Design sisc_exec_unit, sky130hd; sources not shown.
Fig. 1: run 1, gate families picked out
The bar under the picture is 50 microns long.
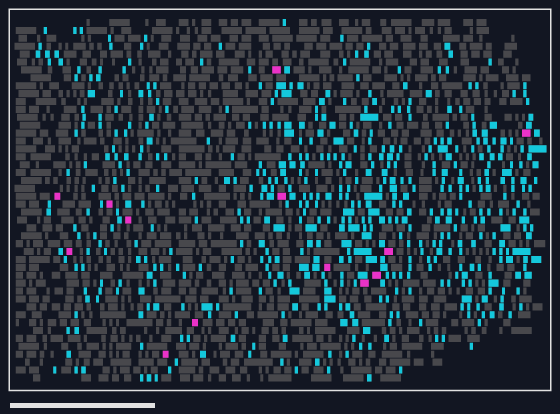
[magenta] and/or cells | cells: 13 | most used: or2_2
[cyan] nand cells | cells: 515 | most used: nand2_1
dominant logic cell type in the layout: nand2_1
logic share of the area: 0.5561
non-filler cells, final: 2,170

Fig. 2: run 1, M3 wires
The bar under the picture is 50 microns long.
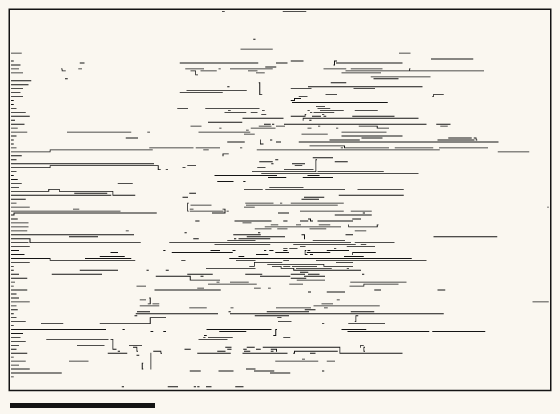
wire length on this layer: 3,620 microns
nets with wire on the layer: 299
DR vias: 12,210
met3 usage: 0.04933

Fig. 3: run 1, placement density heat map
The die is cut into 19 by 13 equal tiles; black is low, pale yellow is high, 0 to 100% covered.
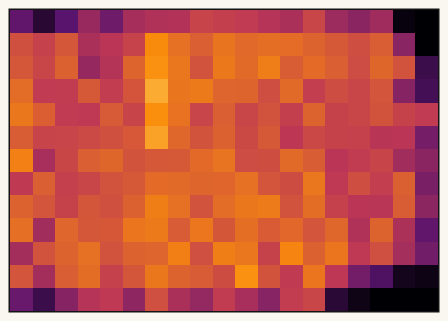
emptiest ninth of the die: bottom right
nearly empty tiles: 2.0%
fullest tile: 82%
tiles over 75% full: 2.0%
FP Util: 0.3405
final core occ: 0.5854
core box area: 22,960 sq um

Fig. 4: run 1, wires at chosen ports, followed through buffers
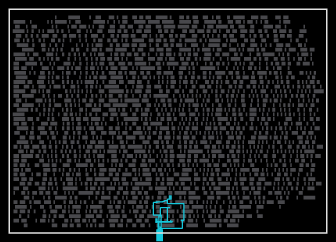
[cyan] stat_en | bits: 4 | direction: output | end cells: 2 | buffers: 4 | wire: 132 microns
io pins: 213
Port Buffers: 203

==> impl_metrics.toml, run 1 <==
# flow metrics
[setup_path]
path_class = "primary input to primary output"
start_kind = "primary input"
end_kind = "primary output"
r2r_setup_slack_ns = 2.93
reg2reg_depth = 3
required_ns = 3.59

[pwr]
combinationalPowerShare = 0.909
clk-power_mw = 0.169
vdd_drop_max_uv = 110.6
switching_share = 0.5567
switchingPower_mw = 1.255
pg_seq_mw = 0.0368
top_power_group = "combinational cells"
clkPwrFrac = 0.075

[yosys]
syn_nets = 1716
synth_chip_area_sq_um = 7820
netlist_area_sq_um = 7820
ys_seq_frac = 0.007680
synth-simple-area-share = 0.3838
edf_count = 0
synth-xor-area-share = 0.05152
ys_cells = 1453
compound_area_frac = 0.1885
top_cells_by_count = "397 x nand2_1, 278 x inv_1, 145 x nor2_1, 126 x ha_1, 90 x a21oi_1"
mux_share = 0
top_area_cell = "ha_1"
ys_top_cells_by_area = "ha_1 20%, nand2_1 19%, inv_1 13%"
numSynthFlops = 3
fa_ha_area_frac = 0.2093
yosysTopAreaCellShare = 0.2016
ys_types = 49
yosys_warnings = 0

[floorplan]
dieArea_sq_um = 24330
rows = 46
die_x_microns = 186.0

[cts]
clockRootBuffer = "clkbuf_16"
clock_latency_ns = 0.23
cts.sinks = 3
clk_pin_slew_ns = 0.03
max-clock-path-buffers = 2
hold_buffers = 0
h-tree-depth = 1

[finish]
nets = 2114
largest_class = "combinational gates"
comb_cells = 1132
seq_area_sq_um = 60.06
n_all_buffers = 425
nClkBuffers = 4
multiInputGateArea_sq_um = 7476
inv_count = 286
sh_seq_area = 0.004467
buf_share = 0.3228

[job]
max-cap-violations = 0
tool_warnings = 69

[hold_path]
hold_class = "register to register"
whs_path_depth = 2

[grt]
grt_pass1_vias = 11780
grt_util_met1 = 0.4431
grt_pass1_wl_microns = 62580
antenna_found_initial = 7
top_usage_layer = "met2"
grt_max_degree = 32

[sta]
setup_viol = 23
period_needed_ns = 4.475
finalClockPeriodUsage = 1.122
fin_tns_setup_ns = -3.484
fin_skew_ns = 0.003869
worst_slack_ns = -0.4849
drv_slew = 0
max_slew.worst_pin.slew_ns = 0.9734
hold_violations = 0

[placement]
place_ws_ns = -0.9073
dp.cells = 2139
dp_hpwl_microns = 33210

[route]
first_pass_iters = 5
drt-initial-drc-count = 937
wirelength_microns = 48150
topRoutingLayerUsed = "met4"
detail-route-antenna-nets = 0
viasPerCell = 5.628

[outcome]
outcome = "finished with violations"
violations = "setup timing"
==> run 1: critical path, cell delays in order <==
cell and delay [ns]:
buf_8 0.10, nor2_4 0.12, inv_2 0.06, nor3_4 0.20
inv_2 0.10, buf_8 0.18, o21ai_2 0.31, xor2_2 0.21
ha_4 0.25, buf_4 0.15, nand2_1 0.09, nand2_1 0.10
inv_1 0.08, nand2_1 0.10, inv_1 0.13, nand3_2 0.13
nand2_1 0.13, nand3b_1 0.09, a31oi_1 0.33, nand2_1 0.19
nor2_2 0.19, nand3_4 0.11, nor2_4 0.12, buf_12 0.18
==> run 1: cell families after synthesis <==
logic type | after synthesis
buf+inv | 318
other cells | 1
compound gates | 252
flops | 3
fa+ha+maj | 129
xor+xnor | 46
simple gates | 704
==> run 1: cells in the final DEF, fill, tap and decap left out, drive strengths merged, types with 2 or more instances in the layout <==
cell type / synthesis / layout
nand2: 400 / 400
o22ai: 14 / 14
inv: 286 / 285
o31ai: 2 / 2
o21a: 2 / 2
xor2: 41 / 41
a21o: 3 / 3
o221ai: 8 / 8
o211ai: 7 / 7
or2: 8 / 8
nand3: 85 / 85
nand3b: 13 / 13
and2: 5 / 5
a21oi: 91 / 91
dfxtp: 3 / 3
a221oi: 18 / 18
ha: 126 / 126
o21ai: 87 / 87
nor2: 158 / 158
a31oi: 7 / 7
xnor2: 5 / 5
diode: 0 / 8
nor3b: 2 / 2
fa: 3 / 3
nor3: 15 / 15
nand4: 17 / 17
dlygate4sd2: 0 / 3
clkdlybuf4s50: 0 / 119
buf: 20 / 300
a211oi: 5 / 5
o21bai: 4 / 4
clkbuf: 12 / 6
==> run 1: repair_timing <==
action / 4_1_cts / 5_1_grt
resized: 137 / 126
buffers inserted: 7 / 11
endpoints found under the setup margin: 35 / 27
pin swaps: 34 / 54
gates cloned: 0 / 1
Fig. 5: run 1, cell outlines without signal wires
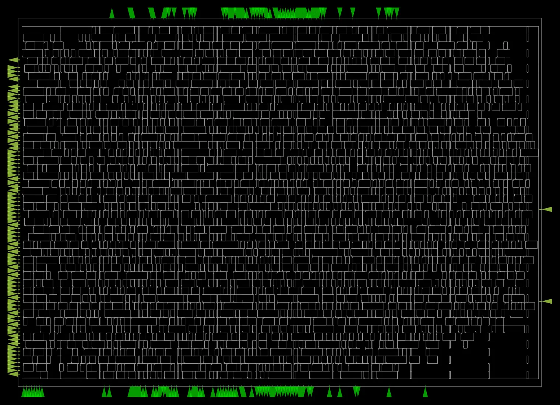

==> run 2, diff against run 1 <==
--- a/constraint.sdc
+++ b/constraint.sdc
@@ -3,2 +3,2 @@
 set_output_delay 0.399 -clock clk [all_outputs]
-set_load 0.1 [all_outputs]
+set_load 0.05 [all_outputs]
Fig. 6: run 2, cell outlines without signal wires
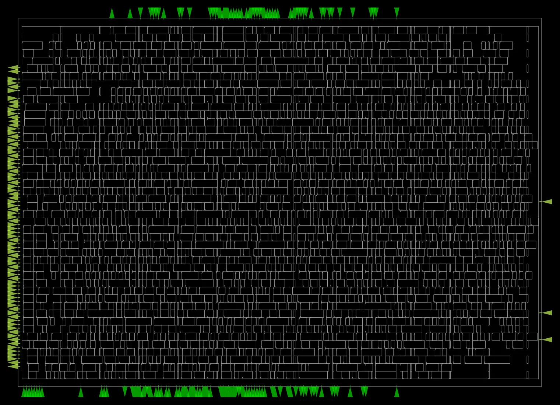
fraction of area in registers: 0.004268
FFs & Latches: 3
tap cell count: 312
# rows: 46
non-filler cells, final: 2,203

Fig. 7: run 2, placement density heat map
The die is cut into 19 by 13 equal tiles; black is low, pale yellow is high, 0 to 100% covered.
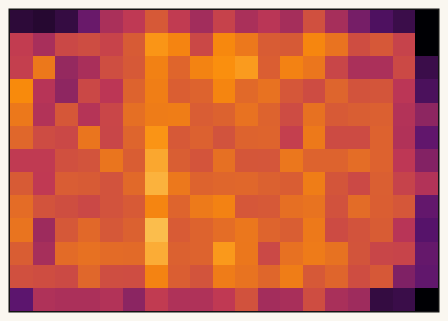
mean over tiles: 56%
nearly empty tiles: 1.2%
tiles over 75% full: 3.6%
fullest tile: 86%
final core occ: 0.6127

==> run 2 against run 1 <==
Against the previous run:
- the flow still finishes with violations (setup timing)
- global-route usage up 2.9 points
- largest power group unchanged
- register-to-register slack got worse by 0.09 ns
- largest cell class unchanged
- critical path type unchanged
- design area increased by 4.7%
- die size stayed put
- count of clock-buffer cells in the layout stayed put
- routed wire length increased by 9.0%
==> impl_metrics.toml, run 2 <==
# flow metrics
[yosys]
numSynthFlops = 3
mux_share = 0
yosys_warnings = 0
ys_cells = 1453
yosysTopAreaCellShare = 0.2016
synth-xor-area-share = 0.05152
fa_ha_area_frac = 0.2093
netlist_area_sq_um = 7820
synth-simple-area-share = 0.3838
syn_nets = 1716
compound_area_frac = 0.1885
ys_types = 49
top_area_cell = "ha_1"
synth_chip_area_sq_um = 7820

[grt]
grt_pass1_wl_microns = 67080
grt_pass1_vias = 12380
grt_max_degree = 32

[cts]
clock_latency_ns = 0.24
clk_pin_slew_ns = 0.04
h-tree-depth = 1
max-clock-path-buffers = 2
clockRootBuffer = "clkbuf_16"
cts.sinks = 3

[placement]
place_ws_ns = -0.8556
dp_hpwl_microns = 32950

[sta]
finalClockPeriodUsage = 1.101
hold_violations = 0
setup_viol = 19
period_needed_ns = 4.392
fin_skew_ns = 0.005782
worst_slack_ns = -0.4018
max_slew.worst_pin.slew_ns = 0.8037
drv_slew = 0

[setup_path]
cpPeakStageDelay_ns = 0.52
end_kind = "primary output"
required_ns = 3.59
critPathTopFamily = "simple AND/OR/NAND/NOR gates"
cp.depth = 25
start_kind = "primary input"
r2r_setup_slack_ns = 2.84
path_class = "primary input to primary output"
worst-path-buf-inv = 8
crit_slowest_cell = "o21ai_0"

[floorplan]
fp-utilization = 0.3405
num_io_pins = 213
coreArea_sq_um = 22960
dieArea_sq_um = 24330
die_x_microns = 186.0

[finish]
lay_top_count = "nand2_1"
final_cell_mix = "308 x nand2_1, 259 x inv_1, 245 x buf_4"
syn_to_final_growth_pct = 79.94

[outcome]
violations = "setup timing"
outcome = "finished with violations"

[hold_path]
whs_path_depth = 2
hold_class = "register to register"

[route]
first_pass_iters = 5
detail-route-antenna-nets = 0
viasPerCell = 5.778

[job]
tool_warnings = 69

[pwr]
vdd_drop_max_uv = 120.2
Fig. 8: run 2, M3 wires
The bar under the picture is 50 microns long.
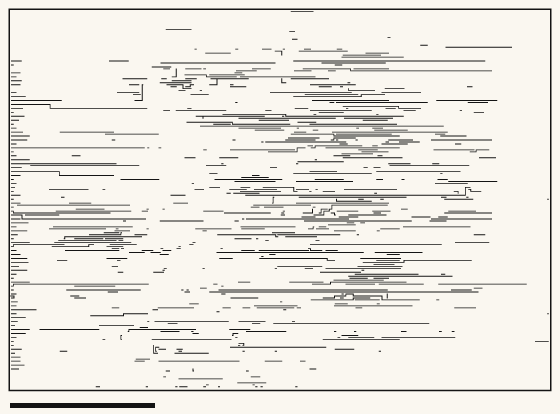
nets with wire on the layer: 355
wire length on this layer: 4,940 microns
met3 usage: 0.05571
DR vias: 12,730
Post-Route WL: 52,490 microns

-- run 2: cell counts after synthesis --
No cell type changed its count.
-- run 2: power breakdown --
part	total, mW	switching, mW	internal, mW
registers	0.0375	0.00494	0.0326
logic	2.21	1.30	0.910
clock network	0.177	0.0435	0.133
-- run 2: logic make-up after synthesis --
logic type               count (synthesis)
other                                    1
XOR/XNOR                                46
flip-flops                               3
AND/OR/NAND/NOR                        704
buffers and inverters                  318
adder cells (fa/ha/maj)                129
AND-OR/OR-AND                          252
-- run 2: per-layer routing --
metal  wire length [microns]  vias up  global-route usage
li1                        -     5538                   -
met1                   21000     6126              0.4626
met2                   23580      804              0.6144
met3                    4943      262             0.05571
met4                    2970        0              0.1186
met5                       0        -                   -
-- run 2: stage by stage --
stage	instances	instance area, sq um	TNS [ns]
global placement	2129	12080	-8.084
CTS	2183	13250	-0.2862
floorplan	1453	7826	-0.7068
global route	2203	14070	-6.208
finish	2203	14070	-3.761
detailed placement	2129	12080	-12.43
-- run 2: final cells by class --
type                       count  area, sq um  share of cell area
timing repair buffer         462         4666              0.3316
antenna                        4        10.01           0.0007114
inverter                     286         1084             0.07701
tap                          312        390.4             0.02774
multi-input combinational   1132         7782              0.5531
clock buffer                   4        78.83            0.005602
sequential                     3        60.06            0.004268
-- run 2: tightest hold or removal path: cells and delay by family (launching register included) --
kind | cells | cell delay (ns)
and+or+nand+nor | 1 | 0.14
AOI/OAI and AO/OA | 1 | 0.11
DFF | 1 | 0.38
-- run 2: repair_timing --
item	CTS	global route
hold buffers	0	0
gates resized	204	177
hold endpoints to repair	0	0
setup buffers	47	20
pin swaps	63	103
endpoints found under the setup margin	32	41
cloned	3	1
Power is estimated from default activity; no workload was simulated.
